Signal wires on met1:
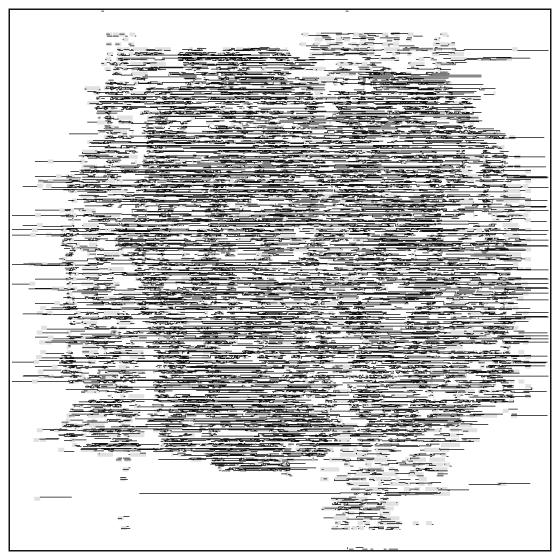
Cell area per tile:
Scale bar: 100 um. 30 x 30 tiles, from dark blue (low) to red (high), 0 to 100% covered.
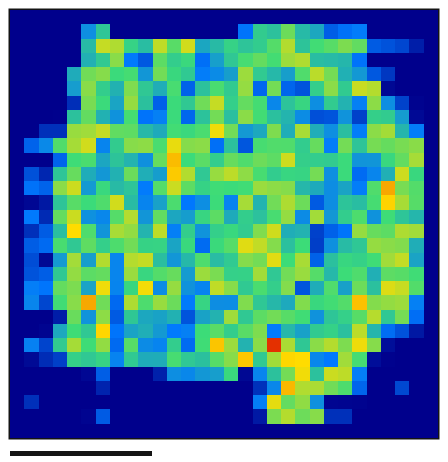
===== config.mk =====
export PLATFORM = sky130hd
export DESIGN_NAME = mul_div_unit
export DESIGN_NICKNAME = d
export VERILOG_FILES = /design/src/rtl/legv8_pkg.sv /design/src/rtl/mul_div_unit.sv
export SDC_FILE = /design/constraint.sdc
export NUM_CORES = 1
export LEC_CHECK = 0
export CORE_MARGIN = 10
export CORE_UTILIZATION = 33
export CTS_BUF_LIST = sky130_fd_sc_hd__clkbuf_2 sky130_fd_sc_hd__clkbuf_4 sky130_fd_sc_hd__clkbuf_8
export CTS_CLUSTER_SIZE = 12
export DETAILED_ROUTE_END_ITERATION = 8
export GPL_TIMING_DRIVEN = 0
export PLACE_DENSITY = 0.6
export SETUP_SLACK_MARGIN = 0.02
export SLEW_MARGIN = 20
export SYNTH_ARGS = -nofsm -noshare
export SYNTH_HDL_FRONTEND = slang
export SYNTH_SLANG_ARGS = --single-unit

===== constraint.sdc =====
create_clock -name clk -period 10.57 [get_ports clk]
set_input_delay 2.114 -clock clk [delete_from_list [all_inputs] [get_ports clk]]
set_output_delay 2.114 -clock clk [all_outputs]
set_load 0.02 [all_outputs]

===== src/rtl/legv8_pkg.sv =====
// Shared LEGv8 constants: datapath width, zero-register index and the
// operation encodings used by the multiply/divide unit.
package legv8_pkg;

   localparam int unsigned DATA_W = 64;
   localparam logic [4:0]  XZR    = 5'd31;

   localparam logic [1:0] OP_MUL   = 2'b00;
   localparam logic [1:0] OP_UMULH = 2'b01;
   localparam logic [1:0] OP_UDIV  = 2'b10;
   localparam logic [1:0] OP_SDIV  = 2'b11;

endpackage


===== src/rtl/mul_div_unit.sv =====
// Iterative radix-2 multiply (MUL/UMULH) and restoring divide (UDIV/SDIV).
// One bit-step per cycle through a shared double-width shift register.
module mul_div_unit
   import legv8_pkg::*;
#(
   parameter int unsigned WIDTH      = DATA_W,
   parameter int unsigned REG_ADDR_W = 5
) (
   input  logic                  clk,
   input  logic                  rst_n,
   input  logic                  start,
   input  logic [1:0]            op,
   input  logic [WIDTH-1:0]      operand_a,
   input  logic [WIDTH-1:0]      operand_b,
   input  logic [REG_ADDR_W-1:0] dest_reg,
   output logic                  busy,
   output logic                  done,
   output logic [WIDTH-1:0]      result,
   output logic [REG_ADDR_W-1:0] result_reg,
   output logic                  REG_WRITE_OUT
);

   localparam int unsigned       CntW    = $clog2(WIDTH);
   localparam logic [CntW-1:0]   CntLast = CntW'(WIDTH - 1);

   typedef enum logic [1:0] {StIdle, StRun, StFinish} state_e;

   state_e                  state_q, state_d;
   logic [CntW-1:0]         cnt_q, cnt_d;
   logic [2*WIDTH-1:0]      acc_q, acc_d;
   logic [WIDTH-1:0]        opnd_q, opnd_d;
   logic [1:0]              op_q, op_d;
   logic                    neg_q, neg_d;
   logic [REG_ADDR_W-1:0]   dest_q, dest_d;
   logic                    busy_q, busy_d;
   logic                    done_q, done_d;
   logic                    wr_q, wr_d;
   logic [WIDTH-1:0]        result_q, result_d;
   logic [REG_ADDR_W-1:0]   result_reg_q, result_reg_d;

   logic                    accept, in_div, div_zero, src_div;
   logic [WIDTH-1:0]        abs_a, abs_b, src_opnd, quo, final_val;
   logic [2*WIDTH-1:0]      src_acc, step_acc;
   logic [WIDTH:0]          rem, sum;

   // Datapath: the accept edge performs the first bit-step straight from the inputs.
   always_comb begin
      accept   = start && (state_q != StRun);
      in_div   = op[1];
      abs_a    = (op == OP_SDIV && operand_a[WIDTH-1]) ? -operand_a : operand_a;
      abs_b    = (op == OP_SDIV && operand_b[WIDTH-1]) ? -operand_b : operand_b;
      div_zero = in_div && (operand_b == '0);
      src_acc  = accept ? {{WIDTH{1'b0}}, abs_a} : acc_q;
      src_opnd = accept ? abs_b : opnd_q;
      src_div  = accept ? in_div : op_q[1];

      rem = {src_acc[2*WIDTH-1:WIDTH], src_acc[WIDTH-1]};
      quo = {src_acc[WIDTH-2:0], 1'b0};
      if (rem >= {1'b0, src_opnd}) begin
         rem    = rem - {1'b0, src_opnd};
         quo[0] = 1'b1;
      end
      sum = {1'b0, src_acc[2*WIDTH-1:WIDTH]} + (src_acc[0] ? {1'b0, src_opnd} : '0);
      step_acc = src_div ? {rem[WIDTH-1:0], quo} : {sum, src_acc[WIDTH-1:1]};

      case (op_q)
         OP_UMULH: final_val = acc_q[2*WIDTH-1:WIDTH];
         OP_SDIV:  final_val = neg_q ? -acc_q[WIDTH-1:0] : acc_q[WIDTH-1:0];
         default:  final_val = acc_q[WIDTH-1:0];
      endcase
   end

   always_comb begin
      state_d      = state_q;
      cnt_d        = cnt_q;
      acc_d        = acc_q;
      opnd_d       = opnd_q;
      op_d         = op_q;
      neg_d        = neg_q;
      dest_d       = dest_q;
      busy_d       = busy_q;
      done_d       = 1'b0;
      wr_d         = 1'b0;
      result_d     = result_q;
      result_reg_d = result_reg_q;

      case (state_q)
         StIdle, StFinish: begin
            state_d = StIdle;
            busy_d  = 1'b0;
            if (accept) begin
               state_d = StRun;
               busy_d  = 1'b1;
               op_d    = op;
               dest_d  = dest_reg;
               neg_d   = (op == OP_SDIV) && (operand_a[WIDTH-1] ^ operand_b[WIDTH-1]);
               opnd_d  = abs_b;
               // Divide by zero skips the iterations: zero quotient, finish next edge.
               if (div_zero) begin
                  acc_d = '0;
                  cnt_d = CntLast;
               end else begin
                  acc_d = step_acc;
                  cnt_d = '0;
               end
            end
         end
         StRun: begin
            if (cnt_q == CntLast) begin
               state_d      = StFinish;
               busy_d       = 1'b0;
               done_d       = 1'b1;
               wr_d         = (dest_q != REG_ADDR_W'(XZR));
               result_d     = final_val;
               result_reg_d = dest_q;
            end else begin
               acc_d = step_acc;
               cnt_d = cnt_q + 1'b1;
            end
         end
         default: begin
            state_d = StIdle;
            busy_d  = 1'b0;
         end
      endcase
   end

   always_ff @(posedge clk or negedge rst_n) begin
      if (!rst_n) begin
         state_q      <= StIdle;
         cnt_q        <= '0;
         acc_q        <= '0;
         opnd_q       <= '0;
         op_q         <= OP_MUL;
         neg_q        <= 1'b0;
         dest_q       <= '0;
         busy_q       <= 1'b0;
         done_q       <= 1'b0;
         wr_q         <= 1'b0;
         result_q     <= '0;
         result_reg_q <= '0;
      end else begin
         state_q      <= state_d;
         cnt_q        <= cnt_d;
         acc_q        <= acc_d;
         opnd_q       <= opnd_d;
         op_q         <= op_d;
         neg_q        <= neg_d;
         dest_q       <= dest_d;
         busy_q       <= busy_d;
         done_q       <= done_d;
         wr_q         <= wr_d;
         result_q     <= result_d;
         result_reg_q <= result_reg_d;
      end
   end

   assign busy          = busy_q;
   assign done          = done_q;
   assign result        = result_q;
   assign result_reg    = result_reg_q;
   assign REG_WRITE_OUT = wr_q;

endmodule


==> flow_summary.ini <==
; flow metrics
[clock_network]
hold_buffers = 0
clock-sinks = 280
clock_latency_ns = 0.73
clkTransAtPathRegs_ns = 0.05
cts_buffers = 53
cts_root_buf = clkbuf_8
cts_tree = yes
cts-resized-gates = 0
cts_htree_levels = 2

[synth]
fp_nets = 3760
yosys_cells = 3488
synthArstFlopShare = 1.00
ys_seq_share = 0.270
top_area_frac = 0.270
logic_family = AND-OR/OR-AND gates
yosysMostFrequentCell = a21oi_1
syn_area_um2 = 26000
ys_sh_xor = 0.0785
ys_types = 72
ys_sh_mux = 0.0123
edf_count = 0
top_area_cell = dfrtp_1
ys_chip_area_um2 = 26000
yosys_warnings = 0
ys.flops = 280
netlist_instances = 3488
aoi_share = 0.320

[detailed_routing]
first_iter_violations = 3313
ant_nets = 0
first_pass_iters = 7
vias_per_cell = 5.93
wire_per_inst_um = 25.5
remaining_drc_errors = 0

[finish]
nets = 4028
logic_gate_count = 2893
syn_to_final_growth_pct = 18.0
mi_logic_area_um2 = 17800
comb_area_frac = 0.581
fill_cells = 8197
fin_area_um2 = 30700
layout.cells.non_filler = 4832
largest_reg_flops = 128
signal_buffers = 456
clkbuf_count = 79
clock_area_frac = 0.0380
n_antenna_cell = 1
regArea_um2 = 7010
seq_share = 0.229

[hold_path]
worstHoldEndpoint = result[5]$_DFFE_PN0P_
min-delay-start = result[5]$_DFFE_PN0P_
worstHoldPathType = reg -> reg
hold_depth = 1

[sta]
max_freq_mhz = 102
hold_viol = 0
tightest_slew_ns = 1.24
min_period_over_period = 0.931
slew_headroom = 0.174
finalMaxSlewViolations = 0
fin_worst_skew_ns = 0.0677
fin_ws_ns = 0.729
rsz0062_at_grt = no

[setup_path]
path_class = in -> reg
required_ns = 11.05
cp_cell_sequence = clkdlybuf4s50_1 -> nor3_1 -> and3_1 -> nand4_1 -> nor3_1 -> nand4_1 -> or4_1 -> o41ai_1 -> xor2_1 -> nor2_1 -> a21oi_1 -> ha_1 -> and3_1 -> nand2_1 -> nor4_1 -> nand4_1 -> nand2_1 -> a311o_1 -> clkbuf_1 -> clkbuf_1 -> mux2i_1 -> o221ai_1
cp_top_family = simple AND/OR/NAND/NOR gates
r2r_start = state_q[1]$_DFFE_PN0P_
timing.rr.end = acc_q[114]$_DFFE_PN0P_
cp_num_cells = 22
crit_fanout = 10
r2r_slack_ns = 2.40

[global_route]
track_usage = 0.262
overflow = 0
grt_pass1_vias = 27500
grt_max_degree = 83
antenna_found_initial = 2

[floorplan]
die_h_um = 301
ioPinCount = 210

[power_and_ir_drop]
combPwrFrac = 0.738
powerDensity_nw_per_um2 = 412
peakVddDrop_uv = 177
power_leakage_nw = 12.9
seq_power_share = 0.164
p_sw_w = 0.00724
switching_share = 0.574

[status]
status = finished clean

[flow_run]
cap_violations = 0
warnings = 28

[placed_design]
globalplace.congestion = 0.981
port_buffers = 209
dp_hpwl_um = 98600
## Picture notes: 'signal wires on met1'
main direction = horizontal
wire length on this layer = 53.1 mm
longest straight run = 112 um
nets with wire on the layer = 3,823
Vias: 28,700
final wirelength: 123,000 um

## Picture notes: 'cell area per tile'
densest ninth of the die = centre
emptiest ninth of the die = south-west
mean over tiles = 33%
Core Util, Final: 0.394
FP Core Util: 0.334
Placeable Area: 77,700 um^2

power groups by stage:
stage	combinational (W)	clock (W)	sequential [W]
after floorplan	0.00591	0	0.00196
after global placement	0.00899	0	0.00205
after detailed placement	0.00901	0	0.00205
after CTS	0.00903	0.00125	0.00203
after global routing	0.0100	0.00129	0.00211
final	0.00932	0.00123	0.00207
routing by layer:
| metal | up-vias | GRT usage | routed length (um) |
|---|---|---|---|
| met4 | 2 | 0.112 | 5320 |
| met3 | 260 | 0.0460 | 11000 |
| met1 | 13700 | 0.354 | 53100 |
| met5 | - | 0 | 9 |
| li1 | 13300 | - | - |
| met2 | 1400 | 0.408 | 53900 |
placed cells by master (no fill, tap or decap), types with 24 or more instances in the layout:
cell type	synthesis	layout
o31ai_1	25	25
a21oi_1	424	423
o21bai_1	27	27
nand3_1	49	49
or3_1	53	53
a22oi_1	38	38
o21ai_0	365	365
dfrtp_1	280	280
clkbuf_8	0	64
clkdlybuf4s50_1	0	208
nand4_1	68	68
nor2_1	352	352
mux2i_1	32	32
a22o_1	38	38
xor2_1	106	106
nor3_1	53	53
a21o_1	146	146
clkbuf_1	204	204
ha_1	132	132
nand2_1	361	361
inv_1	72	72
nand2b_1	24	24
xnor2_1	127	127
and2_1	74	74
a211oi_1	68	68
buf_1	35	34
worst reg2reg max path, stage by stage (launching register included):
cell and delay (ns):
dfrtp_1 0.37, nand2b_1 0.19, nand2_1 0.17, clkbuf_1 0.79
clkbuf_1 0.91, buf_1 0.48, nor2_1 0.10, a21oi_1 0.45
ha_1 0.33, clkbuf_1 0.20, and4_1 0.27, and4_1 0.21
a21oi_1 0.37, a21oi_1 0.17, nor2_1 0.28, o21ai_0 0.25
a31o_2 0.39, a311oi_2 0.25, buf_4 0.23, clkbuf_1 0.66
buf_1 0.58, a21oi_1 0.23, o21ai_0 0.19
No activity file was given, so power comes from the tool's default toggle rates.
